==> src/rtl/clk_div_prog.sv <==
// Runtime-programmable integer clock divider with 50% duty for odd and even divisors.
// Divisor changes take effect only at a period boundary; stop completes the current period.
module clk_div_prog #(
  parameter int WIDTH     = 8,
  parameter int RESET_DIV = 9
) (
  input  logic             clk,
  input  logic             rst,
  input  logic             en,
  input  logic [WIDTH-1:0] div_in,
  input  logic             div_load,
  output logic             clk_out,
  output logic             tick,
  output logic             running,
  output logic [WIDTH-1:0] div_cur,
  output logic             div_err
);

  localparam logic [WIDTH-1:0] DIV_RST = WIDTH'(RESET_DIV);
  localparam logic [WIDTH-1:0] ONE     = WIDTH'(1);
  localparam logic [WIDTH-1:0] TWO     = WIDTH'(2);

  logic [WIDTH-1:0] cnt;
  logic [WIDTH-1:0] cnt_inc;
  logic [WIDTH-1:0] cnt_nxt;
  logic [WIDTH-1:0] pend_val;
  logic             pend_flag;
  logic             pos_q;
  logic             neg_q;
  logic             pos_nxt;
  logic             run_nxt;
  logic             boundary;
  logic             load_ok;

  function automatic logic [WIDTH-1:0] ceil_half(input logic [WIDTH-1:0] n);
    return (n >> 1) + {{(WIDTH-1){1'b0}}, n[0]};
  endfunction

  always_comb begin
    boundary = running && (cnt == div_cur - ONE);
    load_ok  = div_load && (div_in >= TWO);
    cnt_inc  = cnt + ONE;
    cnt_nxt  = cnt_inc;
    run_nxt  = running;
    pos_nxt  = 1'b0;
    // Idle and period boundary share one decision: start/continue a fresh period or park at 0.
    if (!running || boundary) begin
      cnt_nxt = '0;
      run_nxt = en;
      pos_nxt = en;
    end else begin
      pos_nxt = cnt_inc < ceil_half(div_cur);
    end
  end

  always_ff @(posedge clk or negedge rst) begin
    if (!rst) begin
      cnt       <= '0;
      running   <= 1'b0;
      pos_q     <= 1'b0;
      tick      <= 1'b0;
      div_cur   <= DIV_RST;
      div_err   <= 1'b0;
      pend_flag <= 1'b0;
    end else begin
      cnt     <= cnt_nxt;
      running <= run_nxt;
      pos_q   <= pos_nxt;
      tick    <= running && (cnt == '0);
      if (div_load) div_err <= !load_ok;
      if (boundary) pend_flag <= 1'b0;
      if (boundary && pend_flag) div_cur <= pend_val;
      // A load coinciding with a boundary becomes pending for the following boundary.
      if (load_ok) begin
        if (running) begin
          pend_flag <= 1'b1;
        end else begin
          div_cur   <= div_in;
          pend_flag <= 1'b0;
        end
      end
    end
  end

  always_ff @(posedge clk) begin
    if (load_ok && running) pend_val <= div_in;
  end

  // Half-cycle delayed copy of pos_q; ANDing it in trims the odd-divisor high phase by half a clk.
  always_ff @(negedge clk or negedge rst) begin
    if (!rst) neg_q <= 1'b0;
    else      neg_q <= pos_q;
  end

  assign clk_out = div_cur[0] ? (pos_q & neg_q) : pos_q;

endmodule

==> config.mk <==
export PLATFORM = sky130hd
export DESIGN_NAME = clk_div_prog
export DESIGN_NICKNAME = d
export VERILOG_FILES = /design/src/rtl/clk_div_prog.sv
export SDC_FILE = /design/constraint.sdc
export NUM_CORES = 1
export LEC_CHECK = 0
export CAP_MARGIN = 10
export CORE_ASPECT_RATIO = 2
export CORE_MARGIN = 2
export CORE_UTILIZATION = 55
export DETAILED_ROUTE_END_ITERATION = 6
export GPL_ROUTABILITY_DRIVEN = 0
export HOLD_SLACK_MARGIN = 0.03
export PLACE_DENSITY = 0.76
export SLEW_MARGIN = 20
export SYNTH_ARGS = -nofsm -noshare
export SYNTH_HDL_FRONTEND = slang
export SYNTH_SLANG_ARGS = --single-unit
==> constraint.sdc <==
create_clock -name clk -period 3.1 [get_ports clk]
set_input_delay 0.93 -clock clk [delete_from_list [all_inputs] [get_ports clk]]
set_output_delay 0.93 -clock clk [all_outputs]
set_load 0.02 [all_outputs]
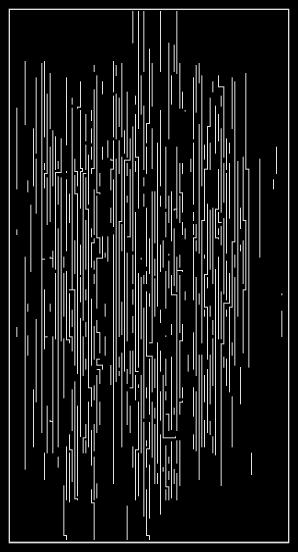
run_1/met2.png
Scale: 6 px per um.
wire length on this layer: 2870 um
main direction: vertical
share of all routed wire: 60%
longest straight run: 61.5 um
nets with wire on the layer: 222
routed wire length: 4770 um
met2 GRT Util: 50.8%
via count: 1583

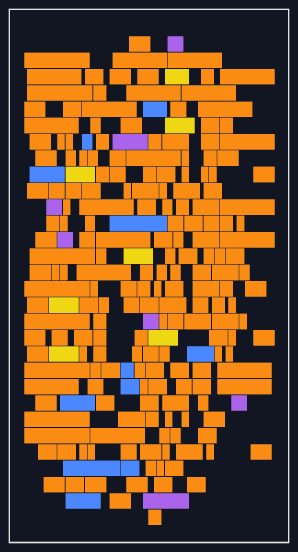
run_1/drive_strength.png
Scale: 6 px per um.
legend:
  blue:
    size: drive 2
    cells: 11
    share: 5.1%
    most_used: o41ai_2
  yellow:
    size: drive 6 and up
    cells: 7
    share: 3.3%
    most_used: clkbuf_8
  orange:
    size: drive 1 or less
    cells: 190
    share: 88%
    most_used: clkdlybuf4s50_1
  purple:
    size: drive 3 to 4
    cells: 7
    share: 3.3%
    most_used: buf_4
synthesis-to-finish area growth: 17.3%
Plain + repair buffers: 27
fin area: 2310 um^2
post-layout worst setup margin: -0.308 ns

==> impl.org, run 1 <==
#+TITLE: Synthesis and PnR summary

** Run status
- Outcome :: complete, but fails checks
- Failing checks :: setup timing

** Placement
- The buffer_ports step reported a buffer count of 23.
- Post-DP HPWL :: 3720 um
- Prior to clock tree synthesis, the placed netlist has a worst setup slack of -0.470 ns.

** Die
- In this run the core area contains 30 standard-cell rows.
- Tap Cells :: 48
- The die covers 4100 um^2.
- The floorplan report gives the top-level pin count as 24.
- At the floorplan stage, the core utilization is reported as 57.7%.
- Per the OpenROAD floorplan log, the width of the die is 46.3 um.
- Die Y :: 88.6 um

** Cells and area
- Flop share of the area :: 34.3%
- Flip-flop and latch area :: 793 um^2
- Number of fillers in the final layout :: 263
- Seq cells :: 30
- The count of cells in the finished layout, fillers not included, comes to 263.
- The layout report lists the non-clock buffer share of cell area as 11.3%.
- Dominant logic cell type in the layout :: clkdlybuf4s50_1
- Comb. cell area :: 1060 um^2
- The largest cell class by area is logic gates.
- Final Net Count :: 238
- #MultiIn Comb :: 140
- Ranking logic cells in the layout by count gives the top entries clkdlybuf4s50_1, dfrtp_1, nor2_1.
- Fraction of standard cell area in multi-input logic :: 46.0%
- Core utilization of the finished layout :: 67.7%
- The largest registers in the layout are cnt (8), div_cur (8), pend_val (8).
- Count of inverters other than clock inverters in the layout :: 10
- Number of clock buffers in the layout :: 6
- Share of post-route cells with drive strength above 1 :: 11.6%

** Synth
- Post-synth the commonest register cell is dfrtp_1.
- A synthesized cell averages 10.3 um^2.
- For reference, simple AND, OR, NAND and NOR cells occupy 17.5% of the area reported after synthesis.
- Area figure in the yosys stat output :: 1970 um^2
- Fraction of registers with async set or reset after synthesis :: 73.3%
- Among the non-sequential cells, AND-OR/OR-AND gates take the most area.
- Multiplexer cells account for 1.59% of the synthesized area.
- Gate count of the mapped netlist :: 192
- Leading post-synthesis cells by instance count :: dfrtp_1, nor2_1, ha_1, xor2_1
- Top cell type by instance count after synthesis :: dfrtp_1
- Xor and xnor area share after synthesis :: 8.89%
- Number of distinct standard cells referenced by the synthesized netlist :: 46
- After synthesis the cells add up to 1970 um^2.
- Sequential area share after synthesis :: 40.3%
- Syn_nets :: 216
- Post-synth top area cell :: dfrtp_1
- Post-synthesis sequential element count :: 30
- Of the post-synthesis cell area, the dominant cell type holds 24.1%.
- Sorting the synthesized cells by area gives the leading types as dfrtp_1, edfxtp_1, ha_1, xor2_1, xnor2_1.
- The synthesized design contains 8 enable-type register cells.
- Cells in synth_stat.txt :: 192
- Area fraction in full adders, half adders and majority gates :: 7.62%

** Global route
- Met1 layer usage reported by global route :: 22.8%
- In the global route stage, overall resource usage came out at 26.1%.
- Entering global routing, the biggest net connects 22 pins.
- Looking at the global route congestion table, the highest-usage layer is met2.
- Met3 layer usage reported by global route :: 4.49%
- The first global-routing pass estimated 7530 um of wire.
- The via count of the first global-routing pass was 1597.
- The number of antenna violations at the first check in global routing is 0.

** Clock tree
- Post-CTS Setup Inserts :: 0
- CTS H-tree lvls :: 2
- TritonCTS created 5 clock buffers.
- CTS clk-pin slew, worst paths :: 0.06 ns
- CTS Root Buffer Type :: clkbuf_8
- The clock tree has to reach 30 sinks.
- Total of cells resized after clock tree synthesis :: 6
- Clock Tree Buf Depth :: 2
- Insertion delay at the late pin of the worst-skew pair :: 0.28 ns
- Cts hold-fix bufs :: 0
- TritonCTS built the clock tree.

** Critical path
- Critical Path Max Stage Delay :: 0.33 ns
- Data required time at the worst endpoint :: 2.17 ns
- Critical path startpoint category :: flop
- Count of buffering cells on the critical path with inverters included :: 1
- Per STA, the worst path is made up of o21a_1 -> buf_6.
- Largest delay share family, worst path :: flip-flops
- The worst setup path is captured at an output port.
- According to the timing report, the arrival time at the worst endpoint equals 2.48 ns.
- For reference, the most critical setup path is categorized as flop to output port.
- Crit-path max FO :: 1
- The slowest stage of the critical path belongs to the cell dfrtn_1.

** Power and ir drop
- Internal power :: 0.613 mW
- Maximum resistive drop on vdd :: 0.332 mV
- Per the OpenROAD power report, leakage power amounts to 0.986 nW.
- The completed layout was analyzed and its total power is 0.782 mW.
- Net switching component of the power :: 0.169 mW
- The report lists the power per cell area as 338 nW/um^2.
- Proportion of power drawn by combinational gates :: 4.5%
- Power attributed to combinational cells is 0.0352 mW.
- The flow reports power dissipated in sequential cells as 0.420 mW.
- Sequential group share of total power :: 53.7%
- The clock network is responsible for 41.8% of the overall power.
- Switching Fraction :: 21.6%
- Power of the clock network :: 0.327 mW

** Worst hold path
- Depth of the worst hold-timing path :: 1
- Checking hold timing, the worst path is listed with class flop to flop.

** STA
- Per the final timing report, the hold violations number 0.
- The final timing report lists a max-slew violation count of 0.
- Final hold analysis gives a worst-case slack of 0.508 ns.
- The last timing report of the flow puts the setup violation total at 1.
- The final timing report gives a worst setup slack of -0.308 ns.
- Actual transition at the worst max-transition pin :: 0.646 ns
- Unrepaired setup endpoints after global routing :: true
- Max-slew headroom at the worst pin :: 56.8%
- Accumulated negative setup slack :: -0.308 ns

** Flow run
- The number of warnings reported in the stage logs is 30.
- The number of maximum-capacitance violations recorded for the run is 0.

** Detailed routing
- Via density :: 6.02
- For this block, the initial DRC count from the detailed router was 37.
- Dividing the detail-routed wire length by the instance count gives 18.1 um.
- Once detail routing completed, the nets flagged for antenna violations numbered 0.
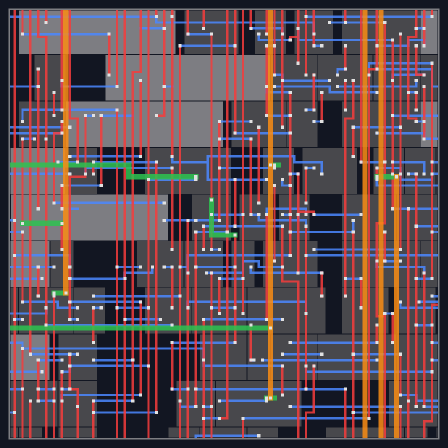
run_1/zoom.png
Region (11, 32) to (36, 57) um. Cells in grey, sequential cells in the stronger grey; small squares are vias.
legend:
  red:
    layer: met2
  orange:
    layer: met4
  blue:
    layer: met1
  green:
    layer: met3
netlist names of flops here include: `div_cur` (4)
sequential cells in the window: 4
cells with their middle in the window: 51
most frequent: ha_1 (7), xor2_1 (6), nand3_1 (5)

[run 1: routing by layer]
metal | vias to the layer above | share of wire, %
met5 | - | 0
met4 | 0 | 4.2
met2 | 40 | 60
met3 | 14 | 2.7
met1 | 787 | 33
li1 | 742 | -
[run 1: worst paths after layout]
kind | startpoint | endpoint | slack [ns]
max reg2reg | div_cur[0]$_DFF_PN1_ | pos_q$_DFF_PN0_ | 0.50
min reg2reg | div_err$_DFFE_PN0P_ | div_err$_DFFE_PN0P_ | 0.51
max | neg_q$_DFF_NN0_ | clk_out | -0.31
max in group asynchronous | rst | neg_q$_DFF_NN0_ | 0.61
min in group asynchronous | rst | div_cur[5]$_DFF_PN0_ | 1.16
min | div_err$_DFFE_PN0P_ | div_err$_DFFE_PN0P_ | 0.51
==> run 1 -> run 2 <==
CORE_UTILIZATION = 50   (was 55)
PLACE_DENSITY = 0.73   (was 0.76)
clock period = 2.9 ns   (was 3.1 ns; I/O delays follow)
==> run 2 against run 1 <==
Cell count rose by 2.3%. Core utilization fell by 5.8 points. Largest cell class unchanged. Sequential share of layout area fell by 0.60 points. Register-to-register slack got worse by 0.21 ns. The flow still finishes with violations (setup timing). Flip-flop count did not move. Highest routed layer unchanged.
==> impl.org, run 2 <==
#+TITLE: Synthesis and PnR summary

** Run status
- The run finished, with violations left.
- Failing checks :: setup timing

** STA
- Unrepaired setup endpoints after global routing :: true
- The slew check shows that the tightest pin keeps a relative margin of 54.3%.
- Post-layout worst setup margin :: -0.335 ns
- Accumulated negative setup slack :: -0.335 ns
- Number of setup violations in the final report :: 1
- The final timing report lists a max-slew violation count of 0.
- The most critical hold endpoint after final layout shows a slack of 0.497 ns.
- Number of failing hold endpoints at the final stage :: 0
- Actual transition at the worst max-transition pin :: 0.683 ns

** Synth
- The synthesis run identifies the leading combinational cell family as AND-OR/OR-AND gates.
- Per the post-synthesis report, the number of cells in the design is 192.
- A synthesized cell averages 10.3 um^2.
- Leading post-synthesis cells by instance count :: dfrtp_1, nor2_1, ha_1, xor2_1
- Post-synth top area cell :: dfrtp_1
- The cell-mix breakdown from Yosys lists the adder-cell area share as 7.62%.
- Fraction of registers with async set or reset after synthesis :: 73.3%
- After synthesis, the cell types taking the most area are dfrtp_1, edfxtp_1, ha_1, xor2_1, xnor2_1.
- Post-synthesis sequential element count :: 30
- Xor and xnor area share after synthesis :: 8.89%
- The synthesized design contains 8 enable-type register cells.
- Yosys reports the multiplexer fraction of the synthesized area as 1.59%.
- After synthesis, the design contains 192 cells according to Yosys.
- Post-synth the commonest register cell is dfrtp_1.
- The synthesis log from Yosys contains 0 warnings.
- Area figure in the yosys stat output :: 1970 um^2
- After Yosys synthesis, AND-OR and OR-AND compound gates account for 18.4% of the synthesized area.
- Summing the areas of all and, or, nand and nor instances in the mapped netlist gives 17.5% of the synthesized area.
- After synthesis the cells add up to 1970 um^2.
- Top cell type's share of synthesized area :: 24.1%
- Top cell type by instance count after synthesis :: dfrtp_1
- Sequential area share after synthesis :: 40.3%
- The netlist uses 46 different library cells.

** Cells and area
- Count of inverters other than clock inverters in the layout :: 10
- The clock buffers instantiated in the layout total 6.
- Dominant logic cell type in the layout :: clkdlybuf4s50_1
- Among all cell classes, the greatest summed area belongs to logic gates.
- In this run the layout overhead on the synthesized area is reported as 19.4%.
- Share of post-route cells with drive strength above 1 :: 12.4%
- The layout report lists the combined flip-flop and latch area as 793 um^2.
- Top cells excl fill/tap :: clkdlybuf4s50_1, dfrtp_1, nor2_1
- Final Net Count :: 241
- The layout has 322 filler cells.
- Comb. cell area :: 1060 um^2
- Core utilization of the finished layout :: 61.8%
- Multi-input gates account for 45.2% of the area.
- The fraction of final cell area spent on non-clock buffers in this run is 12.1%.
- Leaving out filler cells and counting taps, the final layout contains 269.
- Fin area :: 2350 um^2
- Seq cells :: 30
- The layout contains a multi-input combinational cell count of 140.
- The layout report gives the register share of total cell area as 33.7%.
- Plain + repair buffers :: 30
- Regs by FF count :: cnt (8), div_cur (8), pend_val (8)

** Die
- Tap Cells :: 51
- DIE WIDTH :: 48.4 um
- Die Y :: 92.8 um
- The die covers 4490 um^2.
- Number of top-level design ports :: 24
- Core Density at Floorplan :: 51.8%
- Row count :: 32

** Critical path
- Reg2reg setup slack :: 0.29 ns
- The longest incremental delay of any stage on the critical path is reported as 0.32 ns.
- Among all stages on the critical path, the largest delay is contributed by dfrtn_1.
- The worst setup path is launched from a flop.
- Count of buffering cells on the critical path with inverters included :: 1
- The launch point of the worst register-to-register path is recorded as div_cur[0]$_DFF_PN1_.
- Worst Path Arrival :: 2.36 ns
- Kind of critical path :: flop to output port
- Capturing element type of the critical path :: output port
- Grouping stages by cell kind, the critical path spends the most delay in flip-flops.
- Ordered cell list for the critical path :: o21a_1 -> buf_6
- The critical path endpoint has a required time of 2.03 ns.
- Worst reg2reg endpoint :: pos_q$_DFF_PN0_
- Crit-path max FO :: 1

** Clock tree
- TritonCTS Buffers :: 5
- Counting every sink on the clock net gives 30.
- Cts hold-fix bufs :: 0
- CTS built an H-tree with a depth of 2.
- The later pin in the worst-skew pair is clocked with a latency of 0.29 ns.
- The clock passes through at most 2 buffers.
- CTS tree :: yes
- The root buffer cell chosen for the clock tree is clkbuf_8.
- Clock-pin slew was measured on the worst setup and hold paths at 0.07 ns.
- Post-CTS Setup Inserts :: 0

** Detailed routing
- In the routed layout, each cell is associated on average with a via count of 5.99.
- After detailed routing, the wire length on met1 is 1560 um.
- The detailed router used layers up to and including met4.
- Routed length on met3 :: 202 um
- After detailed routing, the number of remaining DRC violations is 0.
- Iter 0 DRT Violations :: 33
- Met2 Wirelength :: 2730 um
- Once detail routing completed, the nets flagged for antenna violations numbered 0.
- The script logs the mean routed wire length per placed instance as 17.7 um.

** Global route
- The number of antenna violations at the first check in global routing was 0.
- Met3 layer usage reported by global route :: 3.87%
- The via count of the first global-routing pass is 1693.
- The global routing stage identified its most utilized layer as met2.
- Global routing consumed, on the met1 layer, 20.5% of the routing resources.
- The first global-routing pass estimated 7750 um of wire.
- Entering global routing, the biggest net connects 22 pins.

** Worst hold path
- Worst Hold Path EP :: div_err$_DFFE_PN0P_
- Per the hold report, the tightest min-delay path originates at div_err$_DFFE_PN0P_.
- Depth of the worst hold-timing path :: 1
- The tightest min-delay check is of the flop to flop type.

** Flow run
- Total number of warnings across the stage logs :: 30
- Number of max-cap violations :: 0

** Placement
- For this run the detailed placement stage logged an HPWL of 3720 um.
- The placement report lists the number of port buffers as 23.
- Setup slack after placement :: -0.492 ns

** Power and ir drop
- Maximum resistive drop on vdd :: 0.329 mV
- Static Leakage :: 1.00 nW
- Overall power consumption :: 0.914 mW
- The flow reported a cell area power density of 388 nW/um^2.
==> run 2: cell counts after synthesis <==
No cell type changed its count.
==> run 2: worst max-delay path by stage <==
stage                               start  endpoint  slack, ns  depth (start not counted)
after floorplan           neg_q$_DFF_NN0_   clk_out      0.007                          1
after global placement    neg_q$_DFF_NN0_   clk_out      -0.48                          2
after detailed placement  neg_q$_DFF_NN0_   clk_out      -0.49                          2
after CTS                 neg_q$_DFF_NN0_   clk_out      -0.34                          2
after global routing      neg_q$_DFF_NN0_   clk_out      -0.36                          2
final                     neg_q$_DFF_NN0_   clk_out      -0.33                          2
==> run 2: report_power, final <==
part           switching [mW]  internal [mW]
clock                   0.169          0.256
sequential            0.00313          0.446
combinational          0.0192         0.0204
total                   0.191          0.722
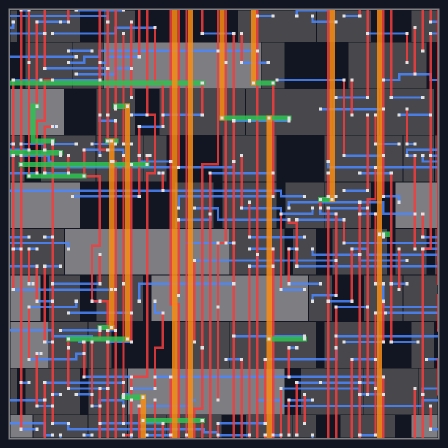
run_2/zoom.png
Region (12, 34) to (37, 59) um. Cells in grey, sequential cells in the stronger grey; small squares are vias.
legend:
  green:
    layer: met3
  orange:
    layer: met4
  blue:
    layer: met1
  red:
    layer: met2
sequential cells in the window: 4
netlist names of flops here include: `div_cur` (3), `cnt` (1)
cells with their middle in the window: 55
most frequent: xor2_1 (5), xnor2_1 (5), and4_1 (5)

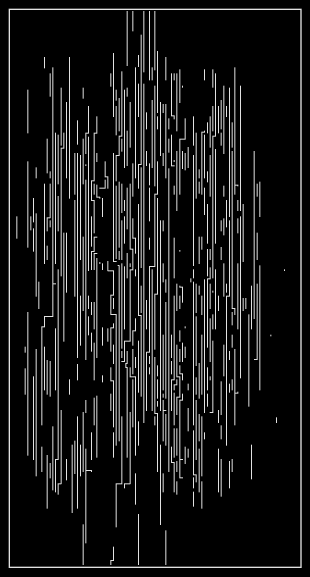
run_2/met2.png
Scale: 6 px per um.
main direction: vertical
share of all routed wire: 57%
routed wire length: 4760 um
via count: 1612
met2 GRT Util: 45.4%

run_2/final_congestion.png
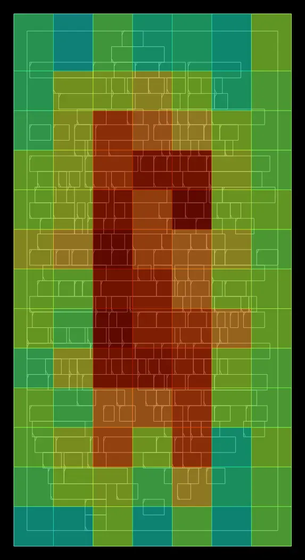

==> run 2 -> run 3 <==
REMOVE_ABC_BUFFERS = 1   (was unset)
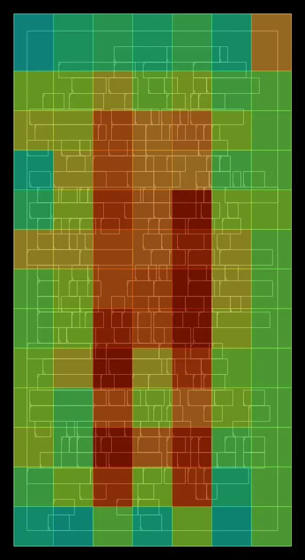
run_3/final_congestion.png
Routed wire per std cell: 17.7 um
global-route layer with the greatest usage: met2
met3 layer usage reported by global route: 3.23%
met1 layer usage reported by global route: 22.1%

==> run 3 against run 2 <==
The flow still finishes with violations (setup timing). Register-to-register slack better by 0.02 ns. Sequential share of layout area is 0.58 points higher. Synthesized cell count stayed put. Clock-buffer cell count is 1 lower. Via count is 3.1% lower. Core utilization is 1.1 points lower. Worst hold slack better by 0.0033 ns. Non-clock buffer count is 2 lower. Area after synthesis stayed put. Flip-flop count stayed put. Setup slack better by 0.0019 ns. Clock skew is 0.0018 ns lower.
==> impl.org, run 3 <==
#+TITLE: Synthesis and PnR summary

** Clock tree
- Insertion delay at the late pin of the worst-skew pair :: 0.29 ns
- CTS Root Buffer Type :: clkbuf_8
- Total of cells resized after clock tree synthesis :: 6
- Post-CTS Setup Inserts :: 0
- The registers of the reported paths see a clock transition of 0.07 ns.
- Clock Tree Buf Depth :: 2
- Number of sinks handled by clock tree synthesis :: 30
- CTS tree :: yes
- The clock H-tree reported by CTS has 2 levels.
- Buffers inserted to repair hold after CTS numbered 0.
- TritonCTS Buffers :: 5

** Critical path
- Worst Path Arrival :: 2.36 ns
- Per the OpenROAD timing report, the critical path contains 2 cells.
- Per STA, the endpoint of the critical path is clk_out.
- Worst reg2reg endpoint :: pos_q$_DFF_PN0_
- Largest delay share family, worst path :: flip-flops
- Crit-path max FO :: 1
- Capturing element type of the critical path :: output port
- The data required time reported for the critical path is 2.03 ns.
- Critical path origin :: neg_q$_DFF_NN0_
- Per STA, the worst path is made up of o21a_1 -> buf_6.
- Reg2reg setup slack :: 0.31 ns
- On the critical path, the stage with the largest delay is an instance of dfrtn_1.
- Count of buffering cells on the critical path with inverters included :: 1
- Reg2Reg Launch Point :: div_cur[0]$_DFF_PN1_
- Critical Path Max Stage Delay :: 0.32 ns
- Logic depth along the worst register-to-register path is recorded as 11.
- STA classifies the critical path startpoint as a flop.
- Kind of critical path :: flop to output port

** Die
- Core Density at Floorplan :: 51.8%
- Die Y :: 92.8 um
- Row count :: 32
- The die covers 4490 um^2.
- Placeable core region :: 3800 um^2
- DIE WIDTH :: 48.4 um
- The floorplan report gives the top-level pin count as 24.

** Synth
- The cell-mix breakdown from Yosys lists the XOR/XNOR area share as 8.89%.
- Before any placement, the netlist area is recorded as 1970 um^2.
- Synthesis inferred 30 register bits.
- Top non-seq family :: AND-OR/OR-AND gates
- The synthesis report gives the async set-or-reset register share as 73.3%.
- Top cell type's share of synthesized area :: 24.1%
- After synthesis, the most frequently instantiated cells are dfrtp_1, nor2_1, ha_1, xor2_1.
- Sequential area share after synthesis :: 40.3%
- MUX share of area :: 1.59%
- Main flop type :: dfrtp_1
- The synthesized design contains 8 enable-type register cells.
- After synthesis, the cell types taking the most area are dfrtp_1, edfxtp_1, ha_1, xor2_1, xnor2_1.
- After Yosys synthesis, AND-OR and OR-AND compound gates account for 18.4% of the synthesized area.
- Summed over all instances, the cell type with the most area after synthesis is dfrtp_1.
- Cells in synth_stat.txt :: 192
- Post-synthesis area per instance :: 10.3 um^2
- Warnings reported by Yosys during synthesis add up to 0.
- Area figure in the yosys stat output :: 1970 um^2
- Synthesis produced 192 cells.
- After synthesis, the netlist uses 46 different library cells.
- Area fraction in full adders, half adders and majority gates :: 7.62%
- Of the total synthesized cell area, the portion taken by AND, OR, NAND and NOR gates is 17.5%.
- dfrtp_1 is the most common cell in the netlist.

** Flow run
- Across the run, the number of max-cap violations was 0.
- OpenROAD emitted warnings numbering 29.

** Global route
- Entering global routing, the biggest net connects 22 pins.
- Number of global-route vias before repair :: 1652
- The first global-routing pass estimated 7970 um of wire.
- Antenna violations before repair :: 0
- In the global route stage, overall resource usage came out at 23.3%.

** STA
- Post-layout worst setup margin :: -0.333 ns
- Setup repair after global routing could not meet its margin everywhere.
- At the pin with the least slew margin, the transition time is 0.667 ns.
- Max-slew headroom at the worst pin :: 55.4%
- The final hold violation count recorded for this run is 0.
- Slew Viols, Final :: 0
- Final setup skew :: 0.00536 ns
- The final report lists the setup-violating endpoint count as 1.

** Cells and area
- Leaving out fill and tap cells, the most frequent cells in the layout are clkdlybuf4s50_1, dfrtp_1, nor2_1.
- N_diodes :: 0
- Regs by FF count :: cnt (8), div_cur (8), pend_val (8)
- In the final layout, flip-flops and latches occupy 793 um^2.
- The final layout contains 239 nets.
- Number of fillers in the final layout :: 337
- Share of post-route cells with drive strength above 1 :: 11.6%
- Synthesis-to-finish area growth :: 17.4%
- Once layout is done, the placed cells without fillers occupy 2310 um^2.
- Counting only logic cells after layout, the most numerous master is clkdlybuf4s50_1.
- Comb. cell area :: 1060 um^2

** Detailed routing
- WL met1 :: 1650 um
- In the routed layout, each cell is associated on average with a via count of 5.85.
- Summed over all nets, wire length on met3 after detailed routing comes to 132 um.
- According to the report, the first pass of detailed routing completed in 4 iterations.
- For this run, design rule violations remaining after detail routing come to 0.
- Iter 0 DRT Violations :: 30
- Remaining antenna violation count after routing :: 0
- Met2 Wirelength :: 2780 um
- The highest layer touched by signal routing is met4.

** Power and ir drop
- Leading power group :: registers
- Looking at the power breakdown, combinational cells take 4.6% of the total.
- The power report lists cell-internal power as 0.628 mW.
- Clk network pwr share :: 40.8%
- In this run, flip-flops and latches consume 54.6% of the power.
- Power dissipated in combinational cells :: 0.0378 mW
- Maximum resistive drop on vdd :: 0.286 mV
- In this run the power density over the cells is 355 nW/um^2.
- Summed over all nets, the switching power comes to 0.193 mW.
- Switching Fraction :: 23.5%
- The power report lists the sequential group at 0.448 mW.
- Power of the clock network :: 0.335 mW
- Per the OpenROAD power report, leakage power amounts to 0.985 nW.

** Placement
- Prior to clock tree synthesis, the placed netlist has a worst setup slack of -0.493 ns.
- For this run the detailed placement stage logged an HPWL of 3730 um.
- After detailed placement, the total cell area comes to 2230 um^2.
- Buffers placed on the I/O ports in this run total 23.

** Worst hold path
- Worst Hold Path EP :: div_err$_DFFE_PN0P_
- The launch point of the worst min-delay path is recorded as div_err$_DFFE_PN0P_.
- In the hold timing report, the worst path depth is 1.
- Worst hold path class :: flop to flop

** Run status
- The run finished, with violations left.
- Failing checks :: setup timing
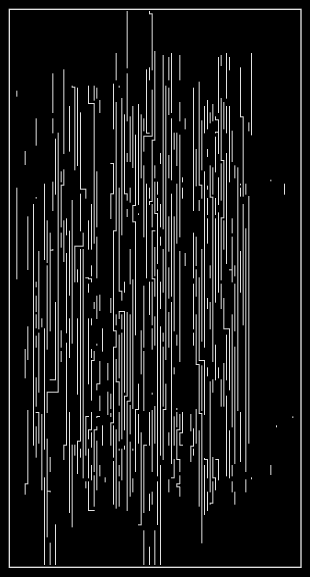
run_3/met2.png
Scale: 6 px per um.
longest straight run: 45.6 um
share of all routed wire: 59%
met2 GRT Util: 46.5%
routed wire length: 4730 um
via count: 1562

run 3: cell counts after synthesis:
No cell type changed its count.
run 3: cell type report:
cell class / count / share of cell area, %
multi-input combinational: 140 / 46.0
sequential: 30 / 34.3
timing repair buffer: 28 / 11.6
clock buffer: 5 / 2.98
tap: 51 / 2.76
clock inverter: 3 / 0.703
inverter: 10 / 1.62
run 3: per-stage QoR:
stage          hold WS [ns]  utilization, %  TNS, ns  power [mW]  cells
2_1_floorplan         0.513               -        0       0.463    180
3_3_place_gp          0.469            58.5   -0.487       0.493    259
3_5_place_dp          0.483            58.5   -0.493       0.495    259
4_1_cts               0.503            60.8   -0.341       0.825    267
5_1_grt               0.513            60.8   -0.357       0.842    267
6_report              0.500            60.8   -0.333       0.821    267

==> gallery <==
Placement density heat map.
Scale: 6 px per um. The die is cut into 5 by 9 equal tiles; black is low, pale yellow is high, 0 to 100% covered.
picture 1
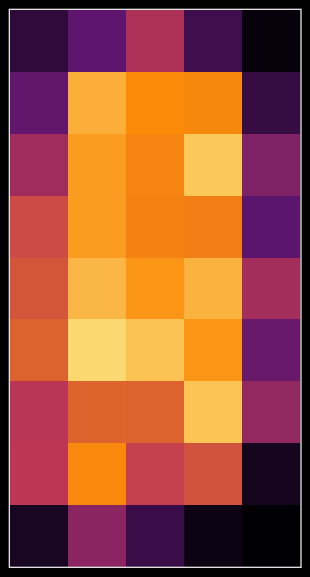
picture 2
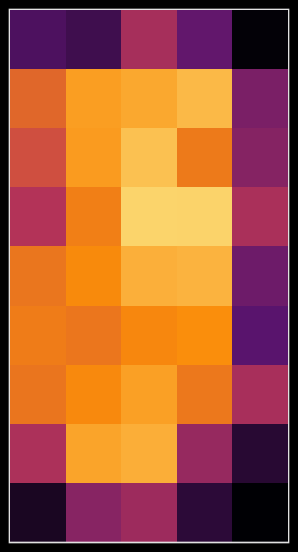
picture 3
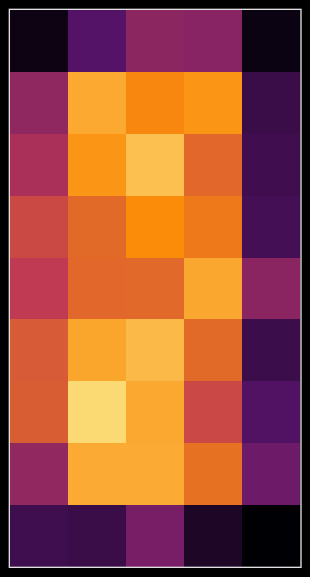
- run 3 = picture 3
- run 2 = picture 1
- run 1 = picture 2

Key to picture 2:
nearly empty tiles: 4.4%
densest ninth of the die: centre
emptiest ninth of the die: lower right
fullest tile: 91%
mean over tiles: 55%

Power figures rest on the tool's default switching activity, not on a simulated workload.
